## src/rtl/pipe_stage_reg_pkg.sv

```systemverilog
// Shared types for the RV32I pipeline boundary registers: stage state encoding,
// the NOP bubble word, and per-boundary payload widths derived from the stage structs.
package pipe_stage_reg_pkg;

  typedef logic [31:0] word_t;

  typedef enum logic [1:0] {PS_EMPTY, PS_ONE, PS_FULL} pipe_state_t;

  parameter word_t NOP_INST = 32'h0000_0013;

  typedef struct packed {
    word_t pc;
    word_t inst;
  } if_id_t;

  typedef struct packed {
    word_t      pc;
    word_t      rs1_val;
    word_t      rs2_val;
    word_t      imm;
    logic [4:0] rd;
    logic [3:0] alu_op;
    logic [5:0] ctrl;
  } id_ex_t;

  typedef struct packed {
    word_t      alu_res;
    word_t      rs2_val;
    logic [4:0] rd;
    logic [5:0] ctrl;
  } ex_mem_t;

  typedef struct packed {
    word_t      wb_val;
    logic [4:0] rd;
    logic       reg_we;
  } mem_wb_t;

  localparam int IF_ID_WIDTH  = $bits(if_id_t);
  localparam int ID_EX_WIDTH  = $bits(id_ex_t);
  localparam int EX_MEM_WIDTH = $bits(ex_mem_t);
  localparam int MEM_WB_WIDTH = $bits(mem_wb_t);

endpackage

```

## src/rtl/pipe_stage_reg.sv

```systemverilog
// Pipeline boundary register: 1-cycle latency, valid/ready with optional 2-entry skid
// (registered o_ready) or single entry (combinational o_ready); flush injects a bubble.
module pipe_stage_reg
  import pipe_stage_reg_pkg::*;
#(
  parameter int               WIDTH  = 64,
  parameter int               SKID   = 1,
  parameter logic [WIDTH-1:0] BUBBLE = '0,
  parameter int               CNT_W  = 16
) (
  input  logic             i_clk,
  input  logic             i_rst_n,
  input  logic             i_valid,
  output logic             o_ready,
  input  logic [WIDTH-1:0] i_data,
  output logic             o_valid,
  input  logic             i_ready,
  output logic [WIDTH-1:0] o_data,
  input  logic             i_flush,
  output logic [CNT_W-1:0] o_stall_cnt
);

  pipe_state_t      state_q, state_d;
  logic [WIDTH-1:0] main_q, main_d;
  logic [WIDTH-1:0] skid_q, skid_d;
  logic [CNT_W-1:0] cnt_q;
  logic             accept;
  logic             emit;

  assign o_valid     = (state_q != PS_EMPTY);
  assign o_data      = o_valid ? main_q : BUBBLE;
  assign o_stall_cnt = cnt_q;
  assign accept      = i_valid & o_ready;
  assign emit        = o_valid & i_ready;

  generate
    if (SKID != 0) begin : g_skid
      logic ready_q;
      // Ready is a flop so the upstream stall path never sees i_ready combinationally.
      always_ff @(posedge i_clk) begin
        if (!i_rst_n) begin
          ready_q <= 1'b1;
        end else begin
          ready_q <= (state_d != PS_FULL);
        end
      end
      assign o_ready = ready_q;
    end else begin : g_noskid
      assign o_ready = ~o_valid | i_ready;
    end
  endgenerate

  always_comb begin
    state_d = state_q;
    main_d  = main_q;
    skid_d  = skid_q;
    case (state_q)
      PS_EMPTY: begin
        if (accept) begin
          main_d  = i_data;
          state_d = PS_ONE;
        end
      end
      PS_ONE: begin
        if (accept && emit) begin
          main_d = i_data;
        end else if (accept) begin
          skid_d  = i_data;
          state_d = PS_FULL;
        end else if (emit) begin
          state_d = PS_EMPTY;
        end
      end
      PS_FULL: begin
        if (emit) begin
          main_d  = skid_q;
          state_d = PS_ONE;
        end
      end
      default: state_d = PS_EMPTY;
    endcase
    // A flush drops any same-cycle accept; a same-cycle emit has already been taken downstream.
    if (i_flush) begin
      state_d = PS_EMPTY;
      main_d  = BUBBLE;
      skid_d  = BUBBLE;
    end
  end

  always_ff @(posedge i_clk) begin
    if (!i_rst_n) begin
      state_q <= PS_EMPTY;
      main_q  <= BUBBLE;
      skid_q  <= BUBBLE;
    end else begin
      state_q <= state_d;
      main_q  <= main_d;
      skid_q  <= skid_d;
    end
  end

  always_ff @(posedge i_clk) begin
    if (!i_rst_n) begin
      cnt_q <= '0;
    end else if (o_valid && !i_ready && !(&cnt_q)) begin
      cnt_q <= cnt_q + {{(CNT_W-1){1'b0}}, 1'b1};
    end
  end

endmodule

```

## config.mk

```make
export PLATFORM = sky130hd
export DESIGN_NAME = pipe_stage_reg
export DESIGN_NICKNAME = d
export VERILOG_FILES = /design/src/rtl/pipe_stage_reg_pkg.sv /design/src/rtl/pipe_stage_reg.sv
export SDC_FILE = /design/constraint.sdc
export NUM_CORES = 1
export LEC_CHECK = 0
export CAP_MARGIN = 20
export CORE_ASPECT_RATIO = 0.5
export CORE_MARGIN = 5
export CORE_UTILIZATION = 50
export CTS_CLUSTER_SIZE = 25
export DETAILED_ROUTE_END_ITERATION = 8
export PLACE_DENSITY = 0.8
export SLEW_MARGIN = 20
export SYNTH_ARGS = -nofsm -noshare
export SYNTH_HDL_FRONTEND = slang
export SYNTH_SLANG_ARGS = --single-unit
```

## constraint.sdc

```tcl
create_clock -name i_clk -period 2 [get_ports i_clk]
set_clock_uncertainty 0.05 [all_clocks]
set_input_delay 0.4 -clock i_clk [delete_from_list [all_inputs] [get_ports i_clk]]
set_output_delay 0.4 -clock i_clk [all_outputs]
set_load 0.01 [all_outputs]
```

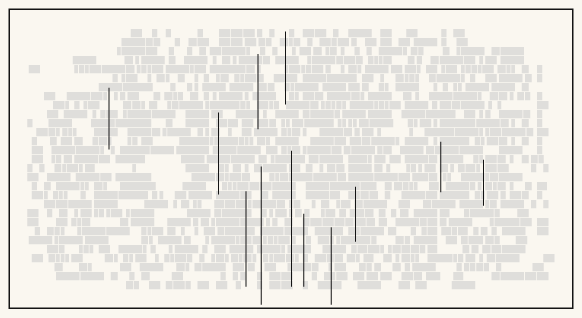
**Above:** metal 4.
Cells faint in the background.
nets with wire on the layer: 9
share of all routed wire: 1.7%

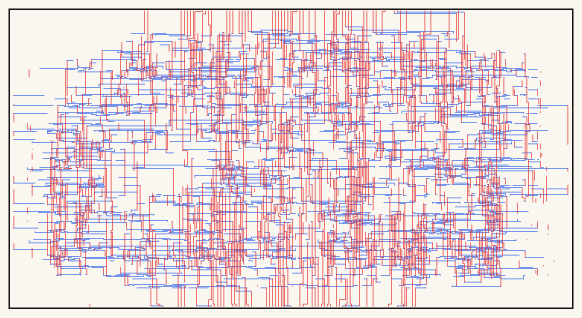
**Above:** routed metal, one color a layer.
Only two layers are drawn.
[red] metal 2 | wire length: 8030 um
[blue] metal 1 | wire length: 7420 um

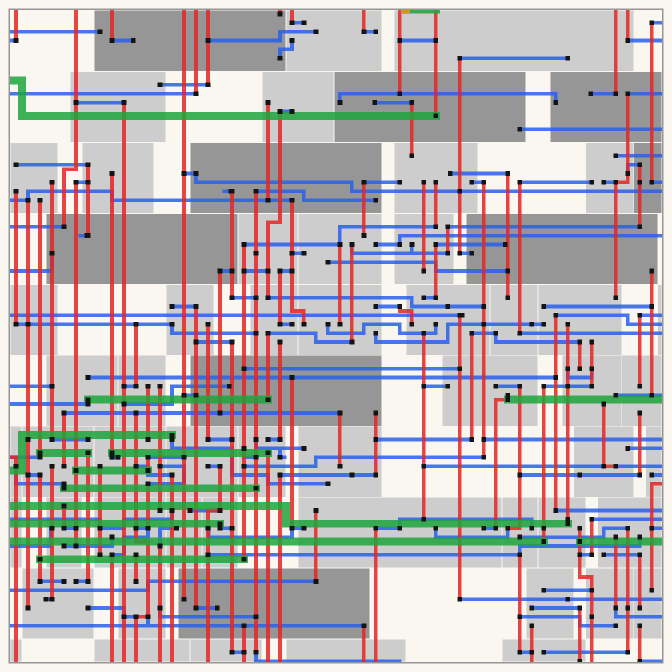
**Above:** close-up of the layout.
Window x 115 to 140, y 10 to 35 um. Cells in gray, sequential cells in the stronger gray; small squares are vias.
[green] metal 3
[blue] metal 1
[red] metal 2
[orange] metal 4
sequential cells in the window: 8
netlist names of flops here include: o_stall_cnt (6), skid_q (2)
most frequent: dfxtp_1 (8), a21oi_1 (5), buf_4 (4)
cells with their middle in the window: 49

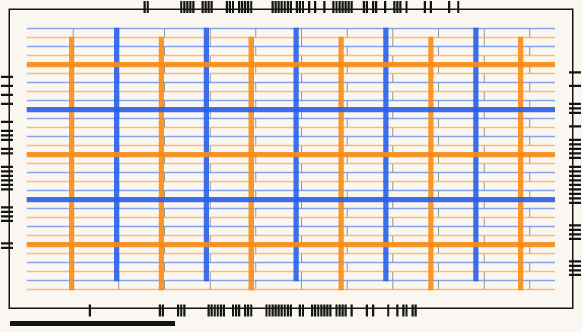
**Above:** power grid.
Scale bar: 50 um. Pins as bars on the die edge. Tap cells in gray.
[blue] VDD
[orange] VSS
met5 straps: 5
met4 straps: 11

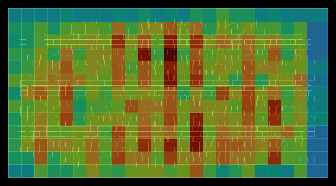
**Above:** routing congestion map.
met2 Use GR: 0.359
Routed WL per cell: 15.3 um
Layout Utilization: 0.692
grt met1 use: 0.289

[power breakdown]
group | leakage, nW | switching [mW] | internal (mW) | total, mW
Combinational | 2.26 | 0.314 | 0.312 | 0.627
Sequential | 1.19 | 0.0328 | 3.00 | 3.03
Clock | 0.322 | 1.28 | 2.27 | 3.55
Total | 3.78 | 1.63 | 5.58 | 7.21
[Yosys cell counts (4+ instances only)]
master    count
nor2_1       69
buf_2        17
a211oi_1     65
and4_1        4
nand2_1     136
a21oi_1      73
or3_1         4
nand2b_1      5
or4_1         5
o21ai_0       4
mux2i_1      67
o31ai_1       5
and2_1       64
nor3_1        5
dfxtp_1     147
nand3_1       5
clkbuf_1     41
[cell type report]
class / instances / area, um2 / area share
clock buffers: 18 / 439 / 0.0504
clock inverters: 14 / 224 / 0.0257
inverters: 3 / 11.3 / 0.00129
multi-input cells: 540 / 3240 / 0.372
flip-flops and latches: 147 / 2940 / 0.338
well taps: 170 / 213 / 0.0244
repair buffers: 187 / 1640 / 0.188
[timing repair]
action,in CTS,in global routing
pin swaps,1,1
setup endpoints to repair,65,11
cloned,1,0
resized,257,8
[per-stage QoR]
stage / hold slack, ps / instance area, um2 / worst slack, ps / utilization / std cells
floorplan: 386 / 6390 / 122 / - / 749
global placement: 390 / 8320 / -122 / 0.661 / 1046
detailed placement: 396 / 8320 / -170 / 0.661 / 1046
CTS: 404 / 8700 / -73.9 / 0.691 / 1079
global route: 419 / 8710 / -5.92 / 0.692 / 1079
finish: 402 / 8710 / 46.5 / 0.692 / 1079
[path summary, 6_finish.rpt]
kind	endpoint	slack, ps
worst max-delay path	o_data[56]	50
worst min-delay path	skid_q[56]	400
worst min register to register	skid_q[56]	400
worst max register to register	o_stall_cnt[6]	180
[sequential cells by signal, indices dropped and copies added, names as in the netlist]
signal	cells
o_stall_cnt	16
main_q	64
o_ready	1
state_q	2
skid_q	64
[cell families (layout without fill, tap and decap cells)]
family	after synthesis	in the layout	synth area share
AND/OR/NAND/NOR	312	312	0.232
buffers and inverters	62	222	0.0409
AND-OR/OR-AND	160	160	0.159
multiplexers	67	67	0.105
adder cells (fa/ha/maj)	1	1	0.00196
flip-flops	147	147	0.461
[layer usage]
| layer | vias up | share of wire | GRT usage |
|---|---|---|---|
| met5 | - | 0 | 0 |
| met4 | 0 | 0.017 | 0.0790 |
| met3 | 27 | 0.050 | 0.0346 |
| met2 | 158 | 0.48 | 0.359 |
| met1 | 2734 | 0.45 | 0.289 |
| li1 | 2894 | - | - |
[critical path, stage by stage, from the launching register on]
cell,delay [ps]
dfxtp_1,310
or2_4,300
buf_12,170
and2_1,180
clkbuf_2,130
==> impl_metrics.env <==
# yosys + openroad results
export IMPL_cts_tree="yes"
export IMPL_lay_top_count="dfxtp_1"
export IMPL_ys_types=40
export IMPL_drv_cap=0
export IMPL_finalCriticalPeriod_ps=1950
export IMPL_required_ps=1550
export IMPL_slew_headroom=0.720
export IMPL_n_antenna_cell=0
export IMPL_rsz0062_at_grt="true"
export IMPL_pin_count=151
export IMPL_fmax_mhz=512
export IMPL_globalRouteOverflowTotal=0
export IMPL_grt_pass1_vias=5564
export IMPL_nNetsFinal=966
export IMPL_ys_seq_frac=0.461
export IMPL_period_used=0.977
export IMPL_hp_start="skid_q[56]"
export IMPL_startpoint_type="flip-flop"
export IMPL_fp_coreArea_um2=12600
export IMPL_area_growth_synth_to_final_pct=36.4
export IMPL_holdBufCountCts=0
export IMPL_drive_gt1_frac=0.166
export IMPL_routabilityCongestion=0.829
export IMPL_tightest_slew_ps=418
export IMPL_via_per_inst=5.39
export IMPL_synth_edff_count=0
export IMPL_firstDrtPassIters=5
export IMPL_yosys_cells=749
export IMPL_critPathKind="flip-flop to output port"
export IMPL_clock_path_buffers=2
export IMPL_syn_area_um2=6390
export IMPL_vdd_drop_max_v=0.000554
export IMPL_ant_nets=0
export IMPL_synth_top_cell_area_share=0.461
export IMPL_die_h_um=89.9
export IMPL_power_density_nw_per_um2=827
export IMPL_rows=29
export IMPL_ys_chip_area_um2=6390
export IMPL_yosys_top_cells_area="dfxtp_1 46%, mux2i_1 10%, nand2_1 8.0%"
export IMPL_grt_pass1_wl_mm=27.7
export IMPL_synthCells=749
export IMPL_place_hpwl_mm=11.0
export IMPL_power_total_mw=7.21
export IMPL_arrival_ps=1500
export IMPL_fp_util=0.507
export IMPL_crit_fanout=28
export IMPL_warnings=28
export IMPL_synth_area_per_cell_um2=8.53
export IMPL_hold_class="flip-flop to flip-flop"
export IMPL_top_area_cell="dfxtp_1"
export IMPL_insertion_delay_ps=410
export IMPL_hold_depth=2
export IMPL_clk_pin_slew_ps=50
export IMPL_postCtsSetupBuffers=0
export IMPL_port_buffers=150
export IMPL_h_tree_depth=4
export IMPL_gr_usage_all_layers=0.218
export IMPL_final_max_slew_viol_count=0
export IMPL_cts_made_buffers=17
export IMPL_critPathLaunch="state_q[1]"
export IMPL_status="complete, no violations"
export IMPL_grt_max_degree=57
export IMPL_antenna_found_initial=0
export IMPL_ff_type="dfxtp_1"
export IMPL_endpoint_kind="output port"
export IMPL_setup_viol=0
export IMPL_fin_tns_setup_ps=0
export IMPL_nFillCells=998
export IMPL_die_area_um2=15300
export IMPL_clock_sinks=147
export IMPL_fp_nets=819
export IMPL_most_common_layout_cells="146 x dfxtp_1, 136 x nand2_1, 85 x clkdlybuf4s50_1"
export IMPL_power_leakage_nw=3.78
export IMPL_hold_viol=0
export IMPL_routed_wl_mm=16.6
export IMPL_worst_r2r_cell_count=5
export IMPL_fp_dieW_um=170
export IMPL_async_flop_share=0
export IMPL_vias=5813
export IMPL_ys_ff=147
export IMPL_yosys_warnings=0
export IMPL_root_buffer="clkbuf_16"
export IMPL_rr_startpoint="o_stall_cnt[1]"
export IMPL_drt_iter0_drc=341
export IMPL_drcViolationCount=0
No activity file was given, so power comes from the tool's default toggle rates.
